### Clock network drawn from the DEF

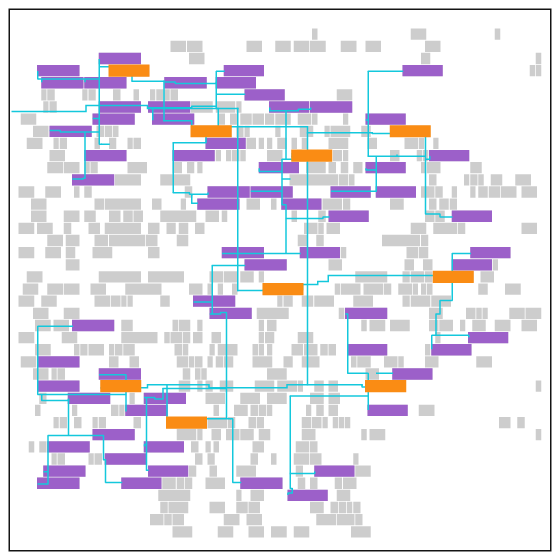
### Cells colored by class

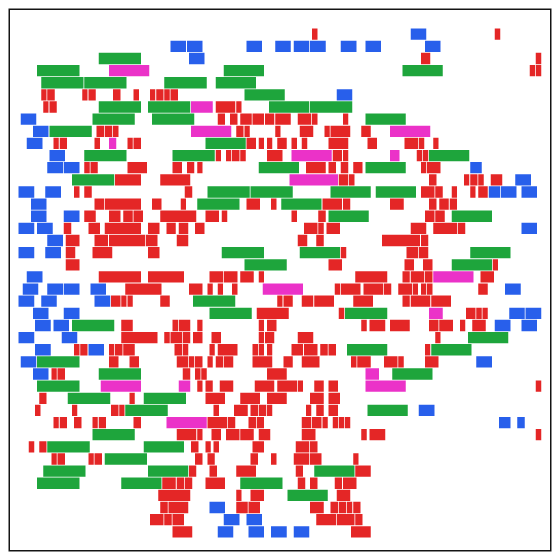
### Clock wiring as the flow saved it

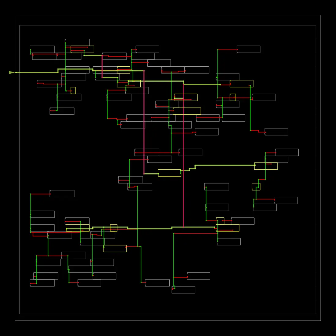
### Cells by drive strength

Scale bar: 20 µm.
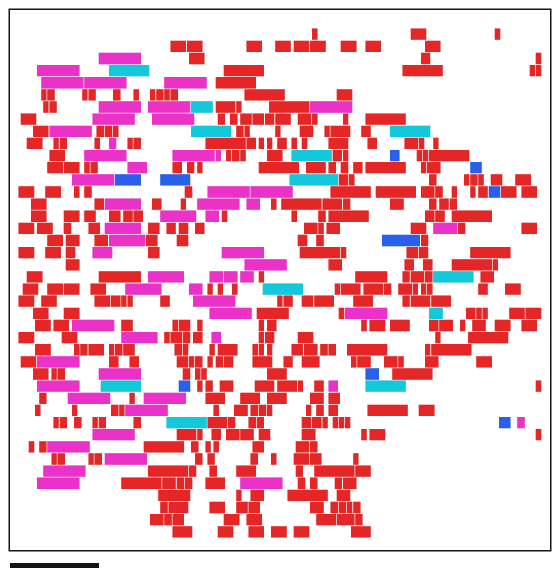
$ cat config.mk
export PLATFORM = sky130hd
export DESIGN_NAME = alien_fleet_controller
export DESIGN_NICKNAME = d
export VERILOG_FILES = /design/src/rtl/alien_fleet_controller.sv
export SDC_FILE = /design/constraint.sdc
export NUM_CORES = 1
export LEC_CHECK = 0
export CORE_MARGIN = 1.5
export CORE_UTILIZATION = 30
export CTS_CLUSTER_DIAMETER = 100
export DETAILED_ROUTE_END_ITERATION = 6
export PLACE_DENSITY = 0.5
export SLEW_MARGIN = 20
export SYNTH_ARGS = -nofsm -noshare
export SYNTH_HDL_FRONTEND = slang
export SYNTH_SLANG_ARGS = --single-unit
$ cat constraint.sdc
create_clock -name clk -period 7.3 [get_ports clk]
set_clock_uncertainty 0.05 [all_clocks]
set_input_delay 1.825 -clock clk [delete_from_list [all_inputs] [get_ports clk]]
set_output_delay 1.825 -clock clk [all_outputs]
set_load 0.02 [all_outputs]
$ cat src/rtl/alien_fleet_controller.sv
// Alien formation sequencer: owns the alive bitmap, fleet origin and march
// direction; marches on divided enable ticks, descends at play-field edges,
// serves laser kill requests and reports CLEARED / LANDED.
//
// state     | meaning
// ----------+------------------------------------------------------------
// S_IDLE    | waiting for start after reset, fleet at its origin
// S_MARCH   | counting enable ticks, stepping horizontally each period
// S_DESCEND | single cycle: drop one row, reverse direction, landing test
// S_CLEARED | every alien destroyed, waiting for start
// S_LANDED  | fleet bottom reached the landing line, waiting for start
module alien_fleet_controller #(
    parameter int COLS        = 8,
    parameter int ROWS        = 4,
    parameter int ALIEN_W     = 32,
    parameter int ALIEN_H     = 16,
    parameter int X_START     = 64,
    parameter int Y_START     = 32,
    parameter int X_STEP      = 8,
    parameter int Y_STEP      = 16,
    parameter int X_MIN       = 0,
    parameter int X_MAX       = 640,
    parameter int Y_LIMIT     = 440,
    parameter int SPEED_SHIFT = 3
) (
    input  logic                              clk,
    input  logic                              reset,
    input  logic                              start,
    input  logic                              enableStep,
    input  logic                              hitValid,
    input  logic [$clog2(ROWS)-1:0]           hitRow,
    input  logic [$clog2(COLS)-1:0]           hitCol,
    output logic                              hitAck,
    output logic                              hitKilled,
    output logic [9:0]                        xFleet,
    output logic [9:0]                        yFleet,
    output logic [ROWS*COLS-1:0]              aliveMask,
    output logic [$clog2(ROWS*COLS+1)-1:0]    aliveCount,
    output logic                              dirLeft,
    output logic                              fleetCleared,
    output logic                              fleetLanded
);

    localparam int N     = ROWS * COLS;
    localparam int ROW_W = $clog2(ROWS);
    localparam int COL_W = $clog2(COLS);
    localparam int IDX_W = $clog2(N);
    localparam int CNT_W = $clog2(N + 1);
    localparam int AW    = 11;

    typedef enum logic [2:0] {
        S_IDLE, S_MARCH, S_DESCEND, S_CLEARED, S_LANDED
    } state_t;

    state_t             state_q, state_d;
    logic [9:0]         x_q, x_d, y_q, y_d;
    logic               dir_q, dir_d;
    logic [CNT_W-1:0]   div_q, div_d;
    logic [N-1:0]       mask_q, mask_d;
    logic [CNT_W-1:0]   count_q, count_d;
    logic               ack_q, ack_d, killed_q, killed_d;

    logic [COLS-1:0]    col_any;
    logic [ROWS-1:0]    row_any;
    logic [COL_W-1:0]   left_col, right_col;
    logic [ROW_W-1:0]   bottom_row;
    logic [AW-1:0]      right_edge, left_edge, land_sum;
    logic               edge_hit, land;
    logic [CNT_W-1:0]   period_m1;
    logic               step_due, move_now;
    logic               hit_acc, in_range, kill_ok, reinit;
    logic [IDX_W-1:0]   hit_idx;

    // occupancy of each row and column from the current alive bitmap
    always_comb begin
        col_any = '0;
        row_any = '0;
        for (int r = 0; r < ROWS; r++) begin
            for (int c = 0; c < COLS; c++) begin
                if (mask_q[r*COLS+c]) begin
                    col_any[c] = 1'b1;
                    row_any[r] = 1'b1;
                end
            end
        end
    end

    // outermost alive columns and lowest alive row
    always_comb begin
        left_col   = '0;
        right_col  = '0;
        bottom_row = '0;
        for (int c = COLS - 1; c >= 0; c--) begin
            if (col_any[c]) left_col = COL_W'(c);
        end
        for (int c = 0; c < COLS; c++) begin
            if (col_any[c]) right_col = COL_W'(c);
        end
        for (int r = 0; r < ROWS; r++) begin
            if (row_any[r]) bottom_row = ROW_W'(r);
        end
    end

    // edge, landing and handshake decisions; edges are tested before moving
    always_comb begin
        right_edge = AW'(x_q) + (AW'(right_col) + AW'(1)) * AW'(ALIEN_W) + AW'(X_STEP);
        left_edge  = AW'(x_q) + AW'(left_col) * AW'(ALIEN_W);
        edge_hit   = dir_q ? (left_edge < AW'(X_MIN + X_STEP)) : (right_edge > AW'(X_MAX));
        land_sum   = AW'(y_q) + AW'(Y_STEP) + (AW'(bottom_row) + AW'(1)) * AW'(ALIEN_H);
        land       = (land_sum >= AW'(Y_LIMIT));
        period_m1  = CNT_W'(count_q >> SPEED_SHIFT);
        step_due   = enableStep && (state_q == S_MARCH) && (count_q != '0);
        move_now   = step_due && (div_q >= period_m1);
        hit_acc    = hitValid && !ack_q;
        in_range   = (32'(hitRow) < ROWS) && (32'(hitCol) < COLS);
        hit_idx    = IDX_W'(hitRow) * IDX_W'(COLS) + IDX_W'(hitCol);
        kill_ok    = hit_acc && in_range && mask_q[hit_idx] &&
                     ((state_q == S_MARCH) || (state_q == S_DESCEND));
        reinit     = start && ((state_q == S_IDLE) || (state_q == S_CLEARED) ||
                               (state_q == S_LANDED));
    end

    // state register
    always_ff @(posedge clk or negedge reset) begin
        if (!reset) state_q <= S_IDLE;
        else        state_q <= state_d;
    end

    // next state; an empty fleet outranks moving, descending and landing
    always_comb begin
        state_d = state_q;
        case (state_q)
            S_IDLE, S_CLEARED, S_LANDED: begin
                if (start) state_d = S_MARCH;
            end
            S_MARCH: begin
                if (count_q == '0)             state_d = S_CLEARED;
                else if (move_now && edge_hit) state_d = S_DESCEND;
            end
            S_DESCEND: begin
                if (count_q == '0) state_d = S_CLEARED;
                else if (land)     state_d = S_LANDED;
                else               state_d = S_MARCH;
            end
            default: state_d = S_IDLE;
        endcase
    end

    // datapath next values; a move sees the pre-kill mask, both take effect
    always_comb begin
        x_d      = x_q;
        y_d      = y_q;
        dir_d    = dir_q;
        div_d    = div_q;
        mask_d   = mask_q;
        count_d  = count_q;
        ack_d    = hit_acc;
        killed_d = kill_ok;
        if (reinit) begin
            x_d     = 10'(X_START);
            y_d     = 10'(Y_START);
            dir_d   = 1'b0;
            div_d   = '0;
            mask_d  = '1;
            count_d = CNT_W'(N);
        end else begin
            if (step_due) begin
                if (move_now) begin
                    div_d = '0;
                    if (!edge_hit) x_d = dir_q ? (x_q - 10'(X_STEP)) : (x_q + 10'(X_STEP));
                end else begin
                    div_d = div_q + CNT_W'(1);
                end
            end
            if ((state_q == S_DESCEND) && (count_q != '0)) begin
                y_d   = y_q + 10'(Y_STEP);
                dir_d = ~dir_q;
            end
            if (kill_ok) begin
                mask_d[hit_idx] = 1'b0;
                count_d         = count_q - CNT_W'(1);
            end
        end
    end

    // datapath registers
    always_ff @(posedge clk or negedge reset) begin
        if (!reset) begin
            x_q      <= 10'(X_START);
            y_q      <= 10'(Y_START);
            dir_q    <= 1'b0;
            div_q    <= '0;
            mask_q   <= '1;
            count_q  <= CNT_W'(N);
            ack_q    <= 1'b0;
            killed_q <= 1'b0;
        end else begin
            x_q      <= x_d;
            y_q      <= y_d;
            dir_q    <= dir_d;
            div_q    <= div_d;
            mask_q   <= mask_d;
            count_q  <= count_d;
            ack_q    <= ack_d;
            killed_q <= killed_d;
        end
    end

    // outputs
    always_comb begin
        fleetCleared = (state_q == S_CLEARED);
        fleetLanded  = (state_q == S_LANDED);
        hitAck       = ack_q;
        hitKilled    = killed_q;
        xFleet       = x_q;
        yFleet       = y_q;
        aliveMask    = mask_q;
        aliveCount   = count_q;
        dirLeft      = dir_q;
    end

endmodule

==> results.ini <==
[critical_path]
path_cells = clkdlybuf4s50_1 > mux4_1 > a22oi_1 > nand4_1 > nand2_1 > inv_2 > and3_1 > a21oi_1
cp.arrival_ns = 4.82
reg2reg_setup_slack_ns = 3.22
critPathKind = input pin to flop
cp_max_fo = 12

[placed_design]
dp_hpwl_um = 8580
io_buffers = 65
gp_congestion = 0.799
placed_cell_area_mm2 = 0.00496

[timing]
slew_headroom_pct = 44.7
fin_crit_sh_pct = 63.1
drv_slew = 0
hold_slack_ns = 0.394
period_needed_ns = 4.60
fmaxAchievable_mhz = 217

[layout]
fin_util_pct = 39.3
drive_above_1_share_pct = 15.2
area_growth_pct = 26.0
n_antenna_cell = 0
final_cells = 683

[global_route]
grt_overflow_total = 0
grt_use_total_pct = 17.1
antenna_found_initial = 0

[logic_synthesis]
simple_gate_share_pct = 20.4
numSynthFlops = 63
ys_cells = 439
aoi_share_pct = 16.4
mux_share_pct = 5.60
synthArstFlopShare_pct = 100
synth.distinct_cells = 63
ys_warn_count = 0
synth.avg_cell_area_um2 = 9.52
yosys_area_mm2 = 0.00418

[floorplanning]
pin_count = 73
num_rows = 42
fp.dieArea_mm2 = 0.0146
fp.dieW_um = 121
coreArea_mm2 = 0.0134
dieHeight_um = 121

[clock_tree]
clk_pin_slew_ns = 0.06
postCtsSetupRepairBufs = 0
holdBufCountCts = 0
cts_tree = built
cts_buffer_depth = 2

[job]
maxCapViolations = 0

[power]
power_density_mw_per_mm2 = 312

[run_status]
outcome = completed

[routing]
drt-initial-drc-count = 196
final_antenna_net_count = 0

About 'Clock network drawn from the DEF':
Purple marks flip-flops, count 63. Orange marks clock-net drivers, count 9. Cyan marks clock wires, length 1030 µm.
Position of the flops: spread over the die.
Clock Power: 0.441 mW
Clock Power Share: 26.9%
clk_lat worst skew: 0.33 ns

About 'Cells colored by class':
Green marks sequential cells, cells 63, share of their area 32%. Blue marks remaining buffers and delay cells, cells 68, share of their area 13%. Red marks remaining logic cells, cells 360, share of their area 49%. Magenta marks clock drivers and dummy loads, cells 16, share of their area 6.1%.

About 'Clock wiring as the flow saved it':
flop count: 63
number of clock buffers in the layout: 10
CTS Buf Count: 9
Num Clock Sinks: 63

About 'Cells by drive strength':
Red marks x1 and smaller, cells 430, share 85%. Cyan marks x6 and larger, cells 12, share 2.4%. Blue marks x3 and x4, cells 9, share 1.8%. Magenta marks x2, cells 56, share 11%.
Plain + repair buffers: 68
cell area after layout: 0.00526 mm²

-- power by group --
group          internal (mW)  total [mW]  switching [mW]
combinational          0.279       0.644           0.365
clock                  0.275       0.441           0.166
sequential             0.437       0.556           0.119
-- final timing paths --
path                                                 from                       end  depth (start not counted)
worst min register to register           hitAck$_DFF_PN0_          hitAck$_DFF_PN0_                          1
worst max-delay path                            hitCol[0]  aliveMask[3]$_DFFE_PN1P_                          8
min in group asynchronous                           reset     xFleet[9]$_DFFE_PN0P_                          2
worst min-delay path                     hitAck$_DFF_PN0_          hitAck$_DFF_PN0_                          1
worst max register to register  aliveMask[22]$_DFFE_PN1P_     xFleet[8]$_DFFE_PN0P_                         13
max in group asynchronous                           reset       hitKilled$_DFF_PN0_                          2
-- per-layer routing --
layer / up-vias / global-route usage, % / part of all wire [%]
met4: 0 / 4.04 / 1.0
met2: 120 / 26.3 / 45
met5: - / 0 / 0
met3: 14 / 5.17 / 6.0
met1: 1712 / 23.5 / 48
li1: 1721 / - / -
-- layout make-up --
type                            count  area (µm²)
Multi-Input combinational cell    338        2370
Inverter                           22        82.6
Clock buffer                       10         239
Fill cell                        1352        8140
Timing Repair Buffer               68         668
Tap cell                          176         220
Sequential cell                    63        1620
Clock inverter                      6        66.3
-- cell usage in the layout (no fill, tap or decap), drive strengths merged, types with 9 or more instances in the layout --
cell type / n
a21oi: 54
nand3: 9
dfrtp: 28
nor2: 55
xor2: 10
ha: 28
inv: 24
nor4: 14
o21ai: 15
clkdlybuf4s50: 64
nor3: 9
clkbuf: 10
dfstp: 35
nand2: 30
-- state kept, by name, summed over array words and instances (netlist names) --
name and count:
div_q 6, dirLeft 1, aliveCount 6, hitKilled 1
xFleet 7, state_q 3, yFleet 6, aliveMask 32
hitAck 1
Power figures rest on the tool's default switching activity, not on a simulated workload.
